[src/rtl/tl_periph_pkg.sv]
// rtl/tl_periph_pkg.sv - host identifiers shared by the two-host TL-UL arbiter
// Ports: none (package).
package tl_periph_pkg;

    localparam int NumArbHosts = 2;

    typedef enum logic {
        HostIf  = 1'b0,
        HostLsu = 1'b1
    } arb_host_e;

    function automatic arb_host_e other_host(input arb_host_e h);
        return (h == HostIf) ? HostLsu : HostIf;
    endfunction

endpackage

[src/rtl/tlul_pkg.sv]
// rtl/tlul_pkg.sv - TL-UL host-to-device and device-to-host channel structs
// Ports: none (package).
package tlul_pkg;

    // Request direction: A-channel payload plus the host's D-channel ready.
    typedef struct packed {
        logic        a_valid;
        logic [2:0]  a_opcode;
        logic [2:0]  a_param;
        logic [1:0]  a_size;
        logic [7:0]  a_source;
        logic [31:0] a_address;
        logic [3:0]  a_mask;
        logic [31:0] a_data;
        logic        d_ready;
    } tl_h2d_t;

    // Response direction: D-channel payload plus the device's A-channel ready.
    typedef struct packed {
        logic        d_valid;
        logic [2:0]  d_opcode;
        logic [2:0]  d_param;
        logic [1:0]  d_size;
        logic [7:0]  d_source;
        logic        d_sink;
        logic [31:0] d_data;
        logic        d_error;
        logic        a_ready;
    } tl_d2h_t;

endpackage

[src/rtl/tlul_arb_idfifo.sv]
// rtl/tlul_arb_idfifo.sv - in-order FIFO of 1-bit host IDs for outstanding A beats
// Ports: clk_i/rst_ni clock and sync active-low reset; push/wdata write side;
//        pop/rdata read side (rdata is the head); full, empty, count status.
module tlul_arb_idfifo #(
    parameter  int Depth = 4,
    localparam int PtrW  = (Depth > 1) ? $clog2(Depth) : 1,
    localparam int CntW  = $clog2(Depth + 1)
) (
    input  logic            clk_i,
    input  logic            rst_ni,
    input  logic            push,
    input  logic            wdata,
    input  logic            pop,
    output logic            rdata,
    output logic            full,
    output logic            empty,
    output logic [CntW-1:0] count
);

    logic [Depth-1:0] mem_q;
    logic [PtrW-1:0]  rd_ptr_q;
    logic [PtrW-1:0]  wr_ptr_q;
    logic [CntW-1:0]  cnt_q;
    logic             do_push;
    logic             do_pop;

    // Pointers wrap modulo Depth, which need not be a power of two.
    function automatic logic [PtrW-1:0] next_ptr(input logic [PtrW-1:0] p);
        return (p == PtrW'(Depth - 1)) ? '0 : p + 1'b1;
    endfunction

    assign do_push = push && !full;
    assign do_pop  = pop && !empty;

    always_ff @(posedge clk_i) begin
        if (!rst_ni) begin
            rd_ptr_q <= '0;
            wr_ptr_q <= '0;
            cnt_q    <= '0;
        end else begin
            if (do_push) begin
                wr_ptr_q <= next_ptr(wr_ptr_q);
            end
            if (do_pop) begin
                rd_ptr_q <= next_ptr(rd_ptr_q);
            end
            case ({do_push, do_pop})
                2'b10:   cnt_q <= cnt_q + 1'b1;
                2'b01:   cnt_q <= cnt_q - 1'b1;
                default: cnt_q <= cnt_q;
            endcase
        end
    end

    // Storage needs no reset: entries are only read while count says valid.
    always_ff @(posedge clk_i) begin
        if (do_push) begin
            mem_q[wr_ptr_q] <= wdata;
        end
    end

    assign rdata = mem_q[rd_ptr_q];
    assign full  = (cnt_q == CntW'(Depth));
    assign empty = (cnt_q == '0);
    assign count = cnt_q;

endmodule

[src/rtl/tlul_host_arb.sv]
// rtl/tlul_host_arb.sv - zero-latency two-host TL-UL arbiter onto one shared device
// Ports: clk_i/rst_ni clock and sync active-low reset; tl_h0_i/tl_h0_o host 0
//        (instruction fetch); tl_h1_i/tl_h1_o host 1 (LSU); tl_d_o/tl_d_i shared
//        device; err_o sticky flag for a device response with nothing outstanding.
module tlul_host_arb
    import tlul_pkg::*;
    import tl_periph_pkg::*;
#(
    parameter int Depth = 4
) (
    input  logic     clk_i,
    input  logic     rst_ni,
    input  tl_h2d_t  tl_h0_i,
    output tl_d2h_t  tl_h0_o,
    input  tl_h2d_t  tl_h1_i,
    output tl_d2h_t  tl_h1_o,
    output tl_h2d_t  tl_d_o,
    input  tl_d2h_t  tl_d_i,
    output logic     err_o
);

    arb_host_e prio_q;
    arb_host_e lock_host_q;
    logic      lock_q;
    logic      err_q;

    arb_host_e gnt;
    arb_host_e head;
    logic      gnt_req;
    logic      a_go;
    logic      a_hs;
    logic      head_d_ready;
    logic      d_hs;

    logic                       fifo_full;
    logic                       fifo_empty;
    logic                       fifo_rdata;
    logic [$clog2(Depth+1)-1:0] fifo_count;
    logic                       unused_fifo_count;

    // A stalled beat keeps its grant so the host's a_valid stays stable;
    // otherwise a lone requester wins and a tie goes to prio_q.
    always_comb begin
        if (lock_q) begin
            gnt = lock_host_q;
        end else if (tl_h0_i.a_valid && !tl_h1_i.a_valid) begin
            gnt = HostIf;
        end else if (tl_h1_i.a_valid && !tl_h0_i.a_valid) begin
            gnt = HostLsu;
        end else begin
            gnt = prio_q;
        end
    end

    assign gnt_req = (gnt == HostLsu) ? tl_h1_i.a_valid : tl_h0_i.a_valid;
    assign a_go    = gnt_req && !fifo_full && rst_ni;
    assign a_hs    = a_go && tl_d_i.a_ready;

    assign head         = arb_host_e'(fifo_rdata);
    assign head_d_ready = (head == HostLsu) ? tl_h1_i.d_ready : tl_h0_i.d_ready;
    assign d_hs         = rst_ni && !fifo_empty && tl_d_i.d_valid && head_d_ready;

    always_comb begin
        tl_d_o         = (gnt == HostLsu) ? tl_h1_i : tl_h0_i;
        tl_d_o.a_valid = a_go;

        tl_h0_o         = tl_d_i;
        tl_h1_o         = tl_d_i;
        tl_h0_o.a_ready = rst_ni && (gnt == HostIf)  && tl_d_i.a_ready && !fifo_full;
        tl_h1_o.a_ready = rst_ni && (gnt == HostLsu) && tl_d_i.a_ready && !fifo_full;
        tl_h0_o.d_valid = 1'b0;
        tl_h1_o.d_valid = 1'b0;

        // With nothing outstanding (or in reset) a response has no owner, so
        // it is drained here rather than allowed to stall the device.
        if (!rst_ni || fifo_empty) begin
            tl_d_o.d_ready = 1'b1;
        end else begin
            tl_d_o.d_ready = head_d_ready;
            if (head == HostLsu) begin
                tl_h1_o.d_valid = tl_d_i.d_valid;
            end else begin
                tl_h0_o.d_valid = tl_d_i.d_valid;
            end
        end
    end

    always_ff @(posedge clk_i) begin
        if (!rst_ni) begin
            prio_q      <= HostIf;
            lock_q      <= 1'b0;
            lock_host_q <= HostIf;
            err_q       <= 1'b0;
        end else begin
            if (a_hs) begin
                prio_q <= other_host(gnt);
                lock_q <= 1'b0;
            end else if (gnt_req) begin
                lock_q      <= 1'b1;
                lock_host_q <= gnt;
            end else begin
                lock_q <= 1'b0;
            end
            if (fifo_empty && tl_d_i.d_valid) begin
                err_q <= 1'b1;
            end
        end
    end

    assign err_o = err_q;

    tlul_arb_idfifo #(
        .Depth (Depth)
    ) u_idfifo (
        .clk_i  (clk_i),
        .rst_ni (rst_ni),
        .push   (a_hs),
        .wdata  (logic'(gnt)),
        .pop    (d_hs),
        .rdata  (fifo_rdata),
        .full   (fifo_full),
        .empty  (fifo_empty),
        .count  (fifo_count)
    );

    assign unused_fifo_count = ^fifo_count;

endmodule

[config.mk]
export PLATFORM = sky130hd
export DESIGN_NAME = tlul_host_arb
export DESIGN_NICKNAME = d
export VERILOG_FILES = /design/src/rtl/tl_periph_pkg.sv /design/src/rtl/tlul_pkg.sv /design/src/rtl/tlul_arb_idfifo.sv /design/src/rtl/tlul_host_arb.sv
export SDC_FILE = /design/constraint.sdc
export NUM_CORES = 1
export LEC_CHECK = 0
export CAP_MARGIN = 5
export CORE_AREA = 8 8 155 157
export DETAILED_ROUTE_END_ITERATION = 6
export DIE_AREA = 0 0 163 165
export SYNTH_ARGS = -nofsm -noshare
export SYNTH_HDL_FRONTEND = slang
export SYNTH_SLANG_ARGS = --single-unit
[constraint.sdc]
create_clock -name clk_i -period 3.7 [get_ports clk_i]
set_clock_uncertainty 0.05 [all_clocks]
set_input_delay 0.74 -clock clk_i [delete_from_list [all_inputs] [get_ports clk_i]]
set_output_delay 0.74 -clock clk_i [all_outputs]
set_load 0.02 [all_outputs]
==> impl_metrics.ini, run 1 <==
; implementation run metrics
[outcome]
status = finished, final reports clean

[drt]
vias = 2557
drt-vias-per-instance = 3.465
wire_per_inst_um = 20.50
drt_wl_total_mm = 15.13
firstDrtPassIters = 4
highest_layer = met5
met2_length_mm = 7.197

[power]
pg_seq_uw = 188
p_leak_nw = 1.942
peakVddDrop_mv = 0.1576
swShare_pct = 35.97
switchingPower_uw = 433.4
pwr-share-seq_pct = 15.6
internal_power_uw = 771.5
combPwrFrac_pct = 67.0

[yosys]
synthAdderAreaFrac_pct = 4.081
syn_nets = 516
top_cells_by_area = mux2_2 (36%), buf_4 (30%), dfxtp_1 (8.4%)
topCombFamilyByArea = multiplexers
synthArstFlopShare_pct = 0
yosysUniqueCellTypes = 39
synth_seq_share_pct = 13.06
edf_count = 4
ys_area_um2 = 2606
syn_inst = 283
ys_cells = 283
aoi_share_pct = 4.465
simple_gate_area_share_pct = 6.721
avgSynthCellArea_um2 = 9.209
synth.area.mux_share_pct = 37.93
common_cells = buf_4 (103), mux2_2 (84), dfxtp_1 (11), nor2_1 (9), inv_1 (8)
flop_cell = dfxtp_1

[timing]
fin_crit_sh_pct = 97.69
finalSetupViolations = 0
finalHoldWorstSlack_ns = 0.4300
period_minus_slack_ns = 3.614
tightest_slew_ns = 0.3653
slew_headroom_pct = 75.34
finalSetupTns_ns = 0

[hold_path]
hold_path.class = flop to flop
hold_start = err_o
holdPathEnd = err_o

[die]
die-width_um = 163
die_area_um2 = 26900
die_y_um = 165
core_util_floorplan_pct = 12.13
ios = 417
fp.coreArea_um2 = 21490

[setup_path]
r2r_cells = 9
arrival_ns = 2.82
rrSetupSlack_ns = 0.96
r2r-end = u_idfifo.count[2]
end_kind = primary output
cp_max_fo = 19
crit_type = input pin to primary output
r2r_start = u_idfifo.rd_ptr_q[0]
critPathLaunch = tl_h0_i[85]

[job]
warnings = 29
drv_cap = 0

[global_routing]
grt_pass1_vias = 2972
antenna_found_initial = 4
grtUsageTotal_pct = 10.35
grt_pass1_wl_mm = 20.54
grt_max_degree = 20

[clock_tree]
cts_setup_buffers = 0
cts_buffers = 3
cts.sinks = 15
clk_pin_slew_ns = 0.05
clock_latency_ns = 0.24
root_buffer = clkbuf_16
cts_tree = yes
hold_buffers = 0

[place]
dp_hpwl_mm = 13.64
portBuffers = 266
place_ws_ns = -0.1487
placed_area_um2 = 4967

[cells_and_area]
largest_register_ffs = 4
postLayoutCellArea_um2 = 4950
synthToLayoutAreaGrowth_pct = 89.92
most-common-layout-cells = clkdlybuf4s50_1 (181), mux2_2 (84), dlygate4sd2_1 (79), buf_4 (13), dfxtp_1 (11)
nets = 692
layout-drive-gt1-share_pct = 24.45
largest-register = u_idfifo.mem_q
antenna_cells = 0
==> run 1: through the flow <==
stage	utilization, %	total power [mW]	cells
3_5_place_dp	23.12	1.086	734
4_1_cts	23.04	1.223	738
5_1_grt	23.04	1.272	738
3_3_place_gp	23.12	1.092	734
6_report	23.04	1.205	738
2_1_floorplan	-	0.7429	283
==> run 1: layout make-up <==
cell class | instances | area [µm²]
Fill cell | 2396 | 16540
Timing Repair Buffer | 282 | 2731
Multi-Input combinational cell | 147 | 1411
Tap cell | 280 | 350.3
Sequential cell | 15 | 340.3
Clock buffer | 4 | 78.83
Inverter | 10 | 37.54
==> run 1: critical path, cell delays in order <==
cell,delay (ns)
clkdlybuf4s50_1,0.50
inv_2,0.05
maj3_2,0.33
o21ai_4,0.19
buf_12,0.16
buf_12,0.16
mux2_2,0.35
dlygate4sd2_1,0.33
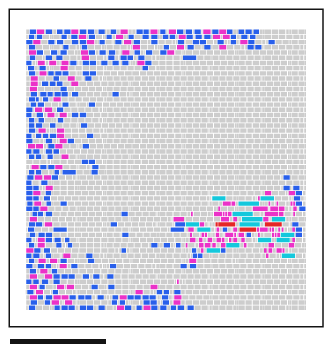
**Above:** run 1 (placement by cell class).
The bar under the picture is 50 µm long. Fill, decap, tap and diode cells in gray.
- blue: remaining buffers and delay cells (cells 282)
- red: clock drivers and dummy loads (cells 4)
- cyan: registers (cells 15)
- magenta: remaining logic cells (cells 157)

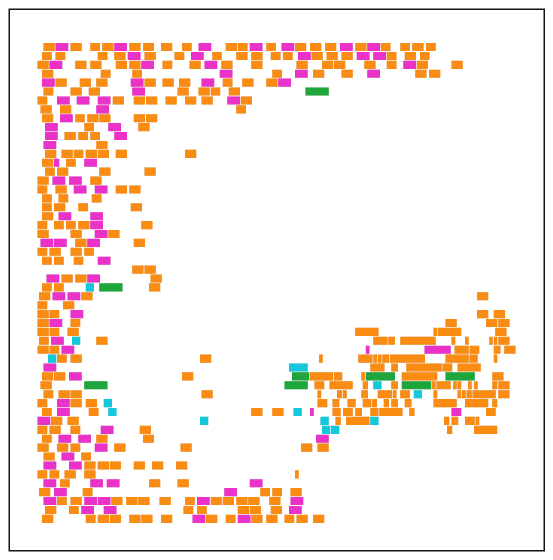
**Above:** run 1 (cell sizes after repair).
- orange: x1 and smaller (cells 346)
- cyan: x3 and x4 (cells 14)
- green: x6 and larger (cells 8)
- magenta: x2 (cells 90)

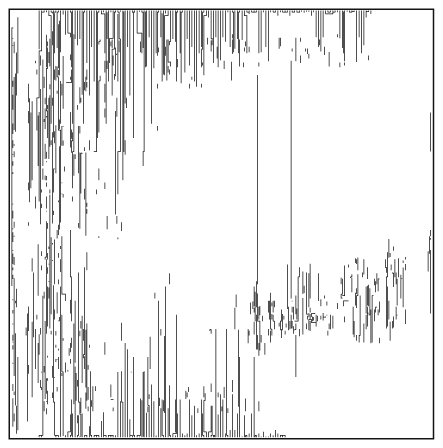
**Above:** run 1 (met2 routing).
- wire length on this layer: 7200 µm
- longest straight run: 99.4 µm
- nets with wire on the layer: 584
- main direction: vertical

==> run 2: changes to the inputs <==
--- a/config.mk
+++ b/config.mk
@@ -6,9 +6,9 @@
 export NUM_CORES = 1
 export LEC_CHECK = 0
 export CAP_MARGIN = 5
-export CORE_AREA = 8 8 155 157
+export CORE_AREA = 2 2 163 165
 export DETAILED_ROUTE_END_ITERATION = 6
-export DIE_AREA = 0 0 163 165
+export DIE_AREA = 0 0 165 167
 export SYNTH_ARGS = -nofsm -noshare
 export SYNTH_HDL_FRONTEND = slang
 export SYNTH_SLANG_ARGS = --single-unit
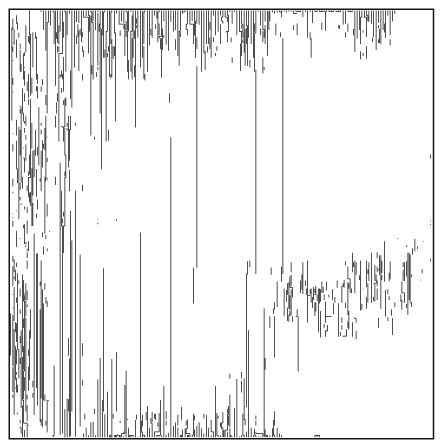
**Above:** run 2 (met2 routing).
- share of all routed wire: 48%
- nets with wire on the layer: 595
- wire length on this layer: 6470 µm

==> impl_metrics.ini, run 2 <==
; implementation run metrics
[die]
ios = 417
die_y_um = 167
die-width_um = 165
tapCellCount = 335
die_area_um2 = 27560
fp.coreArea_um2 = 25760

[yosys]
synthArstFlopShare_pct = 0
synthAdderAreaFrac_pct = 4.081
synth.area.mux_share_pct = 37.93
ys_area_um2 = 2606
aoi_share_pct = 4.465
yosysUniqueCellTypes = 39
flop_cell = dfxtp_1
syn_nets = 516

[setup_path]
cp_max_fo = 21
slowest_stage = clkdlybuf4s50_1
r2r_cells = 9
end_kind = primary output
critical_path_buf_inv_count = 5
crit_family = buffers and inverters
r2r-end = u_idfifo.count[2]

[cells_and_area]
buffers = 280
comb_area_um2 = 1411
logic_gates = 147
clock_cell_area_share_pct = 1.634
antenna_cells = 0
dominant_cells = non-clock buffers
final_util_pct = 19.62
layout-drive-gt1-share_pct = 23.68
nets = 690
nonClkBufAreaFrac_pct = 54.67
seq_share_pct = 6.734
inverters_excl_clock = 10

[power]
peakVddDrop_mv = 0.2684
pwr-share-seq_pct = 15.5

[clock_tree]
hold_buffers = 0
clock_latency_ns = 0.25
clk_pin_slew_ns = 0.05
cts_buffers = 3
root_buffer = clkbuf_16

[drt]
wire_per_inst_um = 17.23

[outcome]
status = finished, final reports clean

[hold_path]
hold_start = prio_q

[timing]
period_minus_slack_ns = 3.620
slew_headroom_pct = 76.29
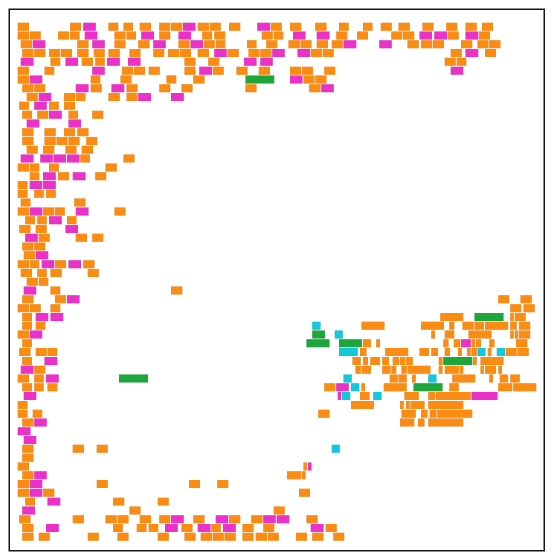
**Above:** run 2 (cell sizes after repair).
- orange: x1 and smaller (cells 348)
- magenta: x2 (cells 89)
- green: x6 and larger (cells 8)
- cyan: x3 and x4 (cells 11)

[run 2: cell counts after synthesis]
No cell type changed its count.
[run 2: metrics by stage]
step / cell area (µm²) / setup TNS, ns / std cells / power, mW / worst slack (ns)
6_report: 5054 / 0 / 791 / 1.210 / 0.07985
5_1_grt: 5054 / -0.04171 / 791 / 1.282 / -0.007848
4_1_cts: 4941 / 0 / 786 / 1.187 / 0.006545
3_5_place_dp: 4964 / -9.045 / 782 / 1.044 / -0.1392
3_3_place_gp: 4964 / -9.539 / 782 / 1.049 / -0.1529
2_1_floorplan: 2606 / 0 / 283 / 0.7429 / 0.9354
[run 2: what timing repair did]
item | 4_1_cts | 5_1_grt
pin swaps | 0 | 1
buffers inserted | 0 | 3
resized | 84 | 29
gates cloned | 0 | 2
setup endpoints to repair | 84 | 2
==> run 3: changes to the inputs <==
--- a/config.mk
+++ b/config.mk
@@ -5,6 +5,7 @@
 export SDC_FILE = /design/constraint.sdc
 export NUM_CORES = 1
 export LEC_CHECK = 0
+export ABC_CLOCK_PERIOD_IN_PS = 3700
 export CAP_MARGIN = 5
 export CORE_AREA = 2 2 163 165
 export DETAILED_ROUTE_END_ITERATION = 6
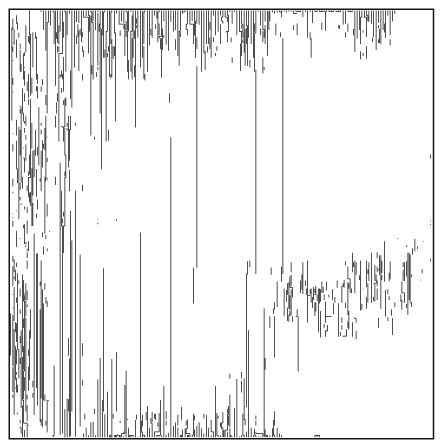
**Above:** run 3 (met2 routing).
- longest straight run: 117 µm
- main direction: vertical
- wire length on this layer: 6470 µm
- nets with wire on the layer: 595

==> impl_metrics.ini, run 3 <==
; implementation run metrics
[power]
pwr-share-seq_pct = 15.5
peakVddDrop_mv = 0.2684
total_power_mw = 1.210

[timing]
timing.final.ws_setup_ns = 0.07985
slew_headroom_pct = 76.29
finalHoldWorstSlack_ns = 0.4274
timing_hold_violations_final = 0
period_minus_slack_ns = 3.620
finalSetupTns_ns = 0

[clock_tree]
cts_buffers = 3
clk_pin_slew_ns = 0.05
root_buffer = clkbuf_16
clock_latency_ns = 0.25
cts_setup_buffers = 0
hold_buffers = 0
cts_resized = 84

[setup_path]
r2r-end = u_idfifo.count[2]
crit_type = input pin to primary output
crit_path_start_kind = input pin
cp_max_fo = 21
critical_path_buf_inv_count = 5
end_kind = primary output
crit_family = buffers and inverters
r2r_cells = 9
slowest_stage = clkdlybuf4s50_1

[yosys]
flop_cell = dfxtp_1
top_area_share_pct = 36.29
synthAdderAreaFrac_pct = 4.081
ys_area_um2 = 2606
aoi_share_pct = 4.465
ys_cells = 283
synth.area.mux_share_pct = 37.93
topCombFamilyByArea = multiplexers
syn_nets = 516
synthArstFlopShare_pct = 0
yosysUniqueCellTypes = 39
top_cells_by_area = mux2_2 (36%), buf_4 (30%), dfxtp_1 (8.4%)

[outcome]
status = finished, final reports clean

[cells_and_area]
largest_register_ffs = 4
antenna_cells = 0
buffers = 280
inverters_excl_clock = 10
nonClkBufAreaFrac_pct = 54.67
logic_gates = 147
clock_cell_area_share_pct = 1.634
synthToLayoutAreaGrowth_pct = 93.90
postLayoutCellArea_um2 = 5054
nets = 690
dominant_cells = non-clock buffers
seq_share_pct = 6.734
instances_no_fill = 791
final_util_pct = 19.62
comb_area_um2 = 1411
layout-drive-gt1-share_pct = 23.68

[place]
portBuffers = 266
dp.cells = 782
placed_area_um2 = 4964
place_ws_ns = -0.1392

[die]
ios = 417
die_y_um = 167
die_area_um2 = 27560
die-width_um = 165
fp.coreArea_um2 = 25760

[hold_path]
hold_path.class = flop to flop
hold_start = prio_q

[global_routing]
grtUsageTotal_pct = 9.061
antenna_found_initial = 3

[drt]
drc = 0

[job]
drv_cap = 0
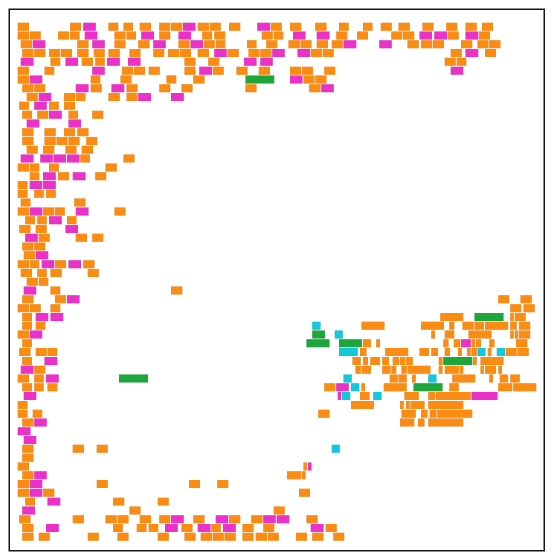
**Above:** run 3 (cell sizes after repair).
- cyan: x3 and x4 (cells 11)
- orange: x1 and smaller (cells 348)
- green: x6 and larger (cells 8)
- magenta: x2 (cells 89)

run 3: how the worst max path moves through the flow:
stage	from	end	slack, ns	cells past startpoint
floorplan	tl_h0_i[85]	tl_d_o[54]	0.94	6
global placement	tl_h0_i[85]	tl_d_o[56]	-0.15	7
detailed placement	tl_h0_i[85]	tl_d_o[56]	-0.14	7
CTS	tl_h0_i[85]	tl_h0_o[0]	0.007	8
global route	tl_h0_i[85]	tl_d_o[60]	-0.008	8
finish	tl_h0_i[85]	tl_d_o[56]	0.08	8
run 3: power groups by stage:
stage | Combinational, mW | Clock (mW) | Sequential, mW
detailed placement | 0.853 | 0 | 0.191
CTS | 0.776 | 0.223 | 0.188
global placement | 0.858 | 0 | 0.191
floorplan | 0.553 | 0 | 0.190
global route | 0.862 | 0.232 | 0.189
finish | 0.807 | 0.216 | 0.188
No activity file was given, so power comes from the tool's default toggle rates.
